### config.mk
export PLATFORM = sky130hd
export DESIGN_NAME = fetch_queue
export DESIGN_NICKNAME = d
export VERILOG_FILES = /design/src/rtl/fetch_queue.sv
export SDC_FILE = /design/constraint.sdc
export NUM_CORES = 1
export LEC_CHECK = 0
export CORE_ASPECT_RATIO = 0.9
export CORE_MARGIN = 1.5
export CORE_UTILIZATION = 55
export CTS_CLUSTER_DIAMETER = 30
export DETAILED_ROUTE_END_ITERATION = 10
export GPL_TIMING_DRIVEN = 0
export PLACE_DENSITY = 0.85
export SKIP_LAST_GASP = 1
export SLEW_MARGIN = 20
export SYNTH_ARGS = -nofsm -noshare
export SYNTH_HDL_FRONTEND = slang
export SYNTH_SLANG_ARGS = --single-unit
### constraint.sdc
create_clock -name iClk -period 4.3 [get_ports iClk]
set_clock_uncertainty 0.2 [all_clocks]
set_input_delay 0.43 -clock iClk [delete_from_list [all_inputs] [get_ports iClk]]
set_output_delay 0.43 -clock iClk [all_outputs]
set_load 0.03 [all_outputs]
### src/rtl/fetch_queue.sv
// fetch_queue -- instruction fetch unit feeding decode through a small queue.
// Requests are issued against a credit count (occupancy + in-flight) so the
// queue can never overflow; a redirect flushes everything and restarts fetch.
// Optional feature: define FETCH_BYPASS_EN to present an arriving response
// combinationally when the queue is empty (one cycle less fetch latency).
module fetch_queue #(
  parameter int          DEPTH    = 4,
  parameter logic [31:0] RESET_PC = 32'h0000_0000
) (
  input  logic        iClk,
  input  logic        iRst,
  output logic        oImemReq,
  output logic [31:0] oImemAddr,
  input  logic [31:0] iImemData,
  input  logic        iRedirect,
  input  logic [31:0] iRedirectPC,
  input  logic        iReady,
  output logic        oValid,
  output logic [31:0] oInstr,
  output logic [31:0] oPC
);

  localparam int          PW      = (DEPTH > 1) ? $clog2(DEPTH) : 1;
  localparam int          CW      = PW + 1;
  localparam logic [CW:0] DEPTH_C = DEPTH[CW:0];

  logic [31:0]   fpc_q, fpc_d;
  logic [CW-1:0] count_q, count_d;
  logic [PW-1:0] head_q, head_d;
  logic [PW-1:0] tail_q, tail_d;
  logic          epoch_q, epoch_d;
  logic          infl_q;
  logic [31:0]   infl_addr_q;
  logic          infl_epoch_q;

  logic [31:0] mem_instr [DEPTH];
  logic [31:0] mem_pc    [DEPTH];

  logic q_nonempty;
  logic resp_ok;
  logic credit_ok;
  logic byp_valid;
  logic byp_take;
  logic q_pop;
  logic push;
  logic redirect_lsb_unused;

  // Redirect targets are forced word-aligned; the low bits are dropped.
  assign redirect_lsb_unused = ^iRedirectPC[1:0];

  assign q_nonempty = (count_q != '0);
  // A response is only usable if it belongs to the current epoch and no
  // flush is happening right now.
  assign resp_ok    = infl_q && (infl_epoch_q == epoch_q) && !iRedirect;
  // Credits use registered state only, so a pop at full frees a slot for
  // the following cycle, never the current one.
  assign credit_ok  = ({1'b0, count_q} + {{CW{1'b0}}, infl_q}) < DEPTH_C;
  assign oImemReq   = iRst && !iRedirect && credit_ok;
  assign oImemAddr  = fpc_q;

`ifdef FETCH_BYPASS_EN
  assign byp_valid = resp_ok && !q_nonempty;
`else
  assign byp_valid = 1'b0;
`endif

  assign byp_take = byp_valid && iReady;
  assign q_pop    = q_nonempty && iReady && !iRedirect;
  assign push     = resp_ok && !byp_take;
  assign oValid   = q_nonempty || byp_valid;

  // Head presentation: queue head first, else a bypassed response, else zero.
  always_comb begin
    oInstr = '0;
    oPC    = '0;
    if (q_nonempty) begin
      oInstr = mem_instr[head_q];
      oPC    = mem_pc[head_q];
    end else if (byp_valid) begin
      oInstr = iImemData;
      oPC    = infl_addr_q;
    end
  end

  // Next-state for fetch PC, queue pointers, occupancy and epoch.
  always_comb begin
    fpc_d   = fpc_q;
    count_d = count_q;
    head_d  = head_q;
    tail_d  = tail_q;
    epoch_d = epoch_q;
    if (iRedirect) begin
      fpc_d   = {iRedirectPC[31:2], 2'b00};
      count_d = '0;
      head_d  = '0;
      tail_d  = '0;
      epoch_d = ~epoch_q;
    end else begin
      if (oImemReq) fpc_d = fpc_q + 32'd4;
      if (push)     tail_d = tail_q + 1'b1;
      if (q_pop)    head_d = head_q + 1'b1;
      case ({push, q_pop})
        2'b10:   count_d = count_q + 1'b1;
        2'b01:   count_d = count_q - 1'b1;
        default: count_d = count_q;
      endcase
    end
  end

  // Control state; in-flight tracking records what was issued this cycle.
  always_ff @(posedge iClk or negedge iRst) begin
    if (!iRst) begin
      fpc_q        <= RESET_PC;
      count_q      <= '0;
      head_q       <= '0;
      tail_q       <= '0;
      epoch_q      <= 1'b0;
      infl_q       <= 1'b0;
      infl_addr_q  <= '0;
      infl_epoch_q <= 1'b0;
    end else begin
      fpc_q        <= fpc_d;
      count_q      <= count_d;
      head_q       <= head_d;
      tail_q       <= tail_d;
      epoch_q      <= epoch_d;
      infl_q       <= oImemReq;
      infl_addr_q  <= fpc_q;
      infl_epoch_q <= epoch_q;
    end
  end

  // Entry storage; contents are don't-care until marked valid by occupancy.
  always_ff @(posedge iClk) begin
    if (push) begin
      mem_instr[tail_q] <= iImemData;
      mem_pc[tail_q]    <= infl_addr_q;
    end
  end

endmodule

==> flow_summary.json <==
{
  "status": "completed",
  "fin_cells": 1254,
  "crit_chain": "dlygate4sd3_1 > buf_6 > nor3b_1 > nand2_1 > clkbuf_1 > inv_1 > buf_2 > clkdlybuf4s50_1",
  "synth_xor_xnor_area_share_pct": 0.348,
  "placed_cell_area_um2": 14700,
  "port_buffers": 158,
  "n_all_buffers": 204,
  "top_cell": "edfxtp_1",
  "power_leader": "sequential cells",
  "fillers": 1349,
  "syn_inst": 700,
  "fin_crit_ns": 4.06,
  "grt_use_met2_pct": 39.3,
  "endpoint": "oImemReq",
  "buf_share_pct": 11.6,
  "dr_wl_met2_mm": 13.7,
  "drc": 0,
  "die_y_um": 146,
  "met1_usage_pct": 34.3,
  "dominant_cells": "flip-flops and latches",
  "p_sw_mw": 3.23,
  "top_cells_by_area": "edfxtp_1, dfrtp_1, mux4_2",
  "tool_warnings": 31,
  "dp_hpwl_mm": 17.3,
  "final-clk-cell-share_pct": 9.71,
  "die_w_um": 162,
  "n_tap_cell": 297,
  "crit_arrival_ns": 3.43,
  "logic_area_um2": 3200,
  "synthMuxAreaShare_pct": 11.8,
  "clk_latency_ns": 0.54,
  "rsz0062_at_grt": "no",
  "via_per_inst": 5.90,
  "drt_pass1_iterations": 5,
  "drtIter0Drc": 764,
  "hold_path.class": "in -> async",
  "grt-ovfl-total": 0,
  "worst_pin_slew_ns": 0.815,
  "cap_violations": 0,
  "grt_pass1_vias": 7658,
  "rr_startpoint": "epoch_q",
  "r2r-end": "mem_instr[2][20]",
  "fp-utilization_pct": 56.0,
  "synthToLayoutAreaGrowth_pct": 29.3,
  "totalPowerFinal_mw": 10.4,
  "top_layer_used": "met5",
  "die_area_um2": 23800,
  "ios": 166,
  "ff_type": "edfxtp_1",
  "rows": 52,
  "clock-sinks": 318,
  "nets": 992,
  "cpPeakStageDelay_ns": 0.73,
  "ff_count": 318,
  "clkPwrFrac_pct": 35.7,
  "crit_start": "iRst",
  "inv_count": 7,
  "pwr.group.clock_mw": 3.73,
  "gr-usage-met3_pct": 4.63,
  "ys.flops": 318,
  "ff2ff_path_depth": 5,
  "synth-edff-count": 248,
  "crit_path_top_delay_cell": "clkdlybuf4s50_1",
  "finalSetupViolCount": 0,
  "clock_buffers": 57,
  "crit_family": "buffers and inverters",
  "vdd_drop_max_mv": 0.403,
  "logic_gates": 338,
  "yosysChipArea_um2": 12600,
  "ys_sh_simple_pct": 8.62,
  "ys_sh_aoi_pct": 3.81,
  "final_area_um2": 16300,
  "ant_nets": 0,
  "grt_pass1_wl_mm": 43.7,
  "crit_buf_inv": 6,
  "diodes": 0,
  "syn_avg_cell_area_um2": 18.0,
  "drive_gt1_share_pct": 18.2,
  "cts_tree": "yes",
  "required_ns": 3.67,
  "cts.path.max_buffers": 3,
  "wl_met3_mm": 2.33,
  "powerDensity_nw_per_um2": 643,
  "wl_per_cell_um": 22.4,
  "largest_area_cell": "edfxtp_1",
  "finalClockPeriodUsage_pct": 94.3,
  "dp.cells": 1163,
  "max-slew-margin-rel_pct": 45.7,
  "gp_congestion": 0.915,
  "common_cells": "edfxtp_1, and2_1, dfrtp_1",
  "p_int_mw": 7.22,
  "reg.largest.list": "mem_instr (128), mem_pc (120)",
  "sequentialPowerShare_pct": 36.1,
  "hold_slack_ns": 0.165,
  "post_cts_resize_count": 0,
  "hold_viol": 0,
  "cp-start-kind": "input port",
  "cp-end-kind": "primary output",
  "wl_met1_mm": 11.6,
  "cts_max_level": 2,
  "pre_cts_slack_ns": 0.736,
  "synthTopLogicFamily": "multiplexers",
  "slew_viol_final": 0,
  "busiest_layer": "met2",
  "clock.fmax_ghz": 0.247,
  "p_comb_share_pct": 28.2,
  "regMostFlops": "mem_instr",
  "grt_max_degree": 49,
  "path_class": "in -> out",
  "adder_share_pct": 0.657,
  "ys_warn_count": 0,
  "postSynth.asyncResetShare_pct": 22.0,
  "design.core.area_um2": 22400,
  "path_max_fanout": 38,
  "ys_types": 47,
  "yosys.stat.seqShare_pct": 73.1,
  "hold_buffers": 1,
  "power.share.switching_pct": 30.9,
  "numCtsBuffers": 49,
  "largest_reg_flops": 128,
  "cp_num_cells": 8
}
-- cell usage in the layout, fill, tap and decap left out, types with 4 or more instances in the layout --
cell type,n
dfrtp_1,70
clkbuf_1,27
buf_4,4
inv_6,6
buf_1,6
mux4_2,62
mux2_2,4
or3_1,4
o21ai_0,6
nor2_1,8
edfxtp_1,248
o311ai_1,5
bufinv_16,4
a21oi_1,4
nand3_1,23
nor2b_1,4
nand4_1,7
a31oi_1,4
nor4_1,5
and3_1,6
clkinvlp_4,6
conb_1,4
or4_1,11
and2_4,4
clkdlybuf4s50_1,157
o311ai_0,16
clkbuf_16,49
buf_2,10
ha_1,5
nand2_1,35
mux2i_1,4
and2_1,67
clkinv_2,9
clkinv_1,5
inv_1,7
a22oi_1,7
o211ai_1,11
Figure 1. Sequential cells coloured by netlist name.
Scale bar: 50 um. Other sequential cells in the stronger grey, the rest of the logic in the fainter grey.
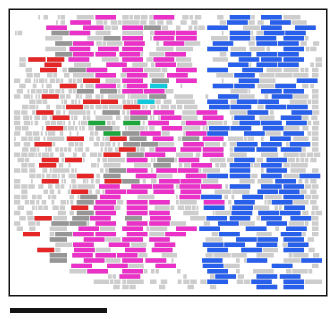
| colour | netlist name | sequential cells |
|---|---|---|
| green | `count_q` | 3 |
| blue | `mem_instr` | 128 |
| red | `oImemAddr` | 30 |
| magenta | `mem_pc` | 120 |
| cyan | `tail_q` | 2 |
not coloured: 35
Flop area: 9200 um^2
Seq. pwr: 3.77 mW
Final Util: 72.4%
Seq/total area: 56.6%

Figure 2. Gate families picked out.
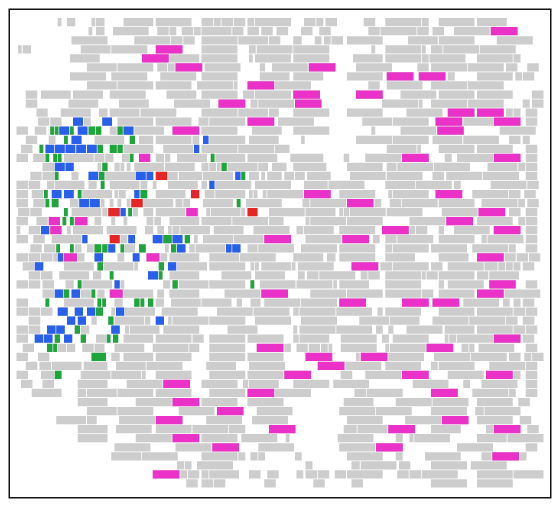
| colour | family | cells | most used | where |
|---|---|---|---|---|
| blue | aoi and oai cells | 57 | o311ai_0 | left middle |
| magenta | mux cells | 70 | mux4_2 | spread over the die |
| green | nand cells | 68 | nand2_1 | left middle |
| red | non-inverting ao/oa cells | 6 | a221o_1 | left middle |
most common logic cell in the routed design: edfxtp_1
combinational share of cell area: 19.7%

Figure 3. M4 wires.
Scale bar: 50 um.
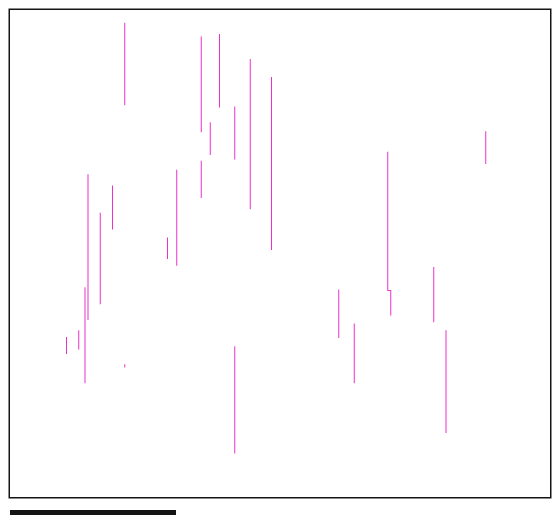
wire length on this layer: 535 um
share of all routed wire: 1.9%
drt total wl: 28.1 mm
Via Count: 7396

No activity file was given, so power comes from the tool's default toggle rates.
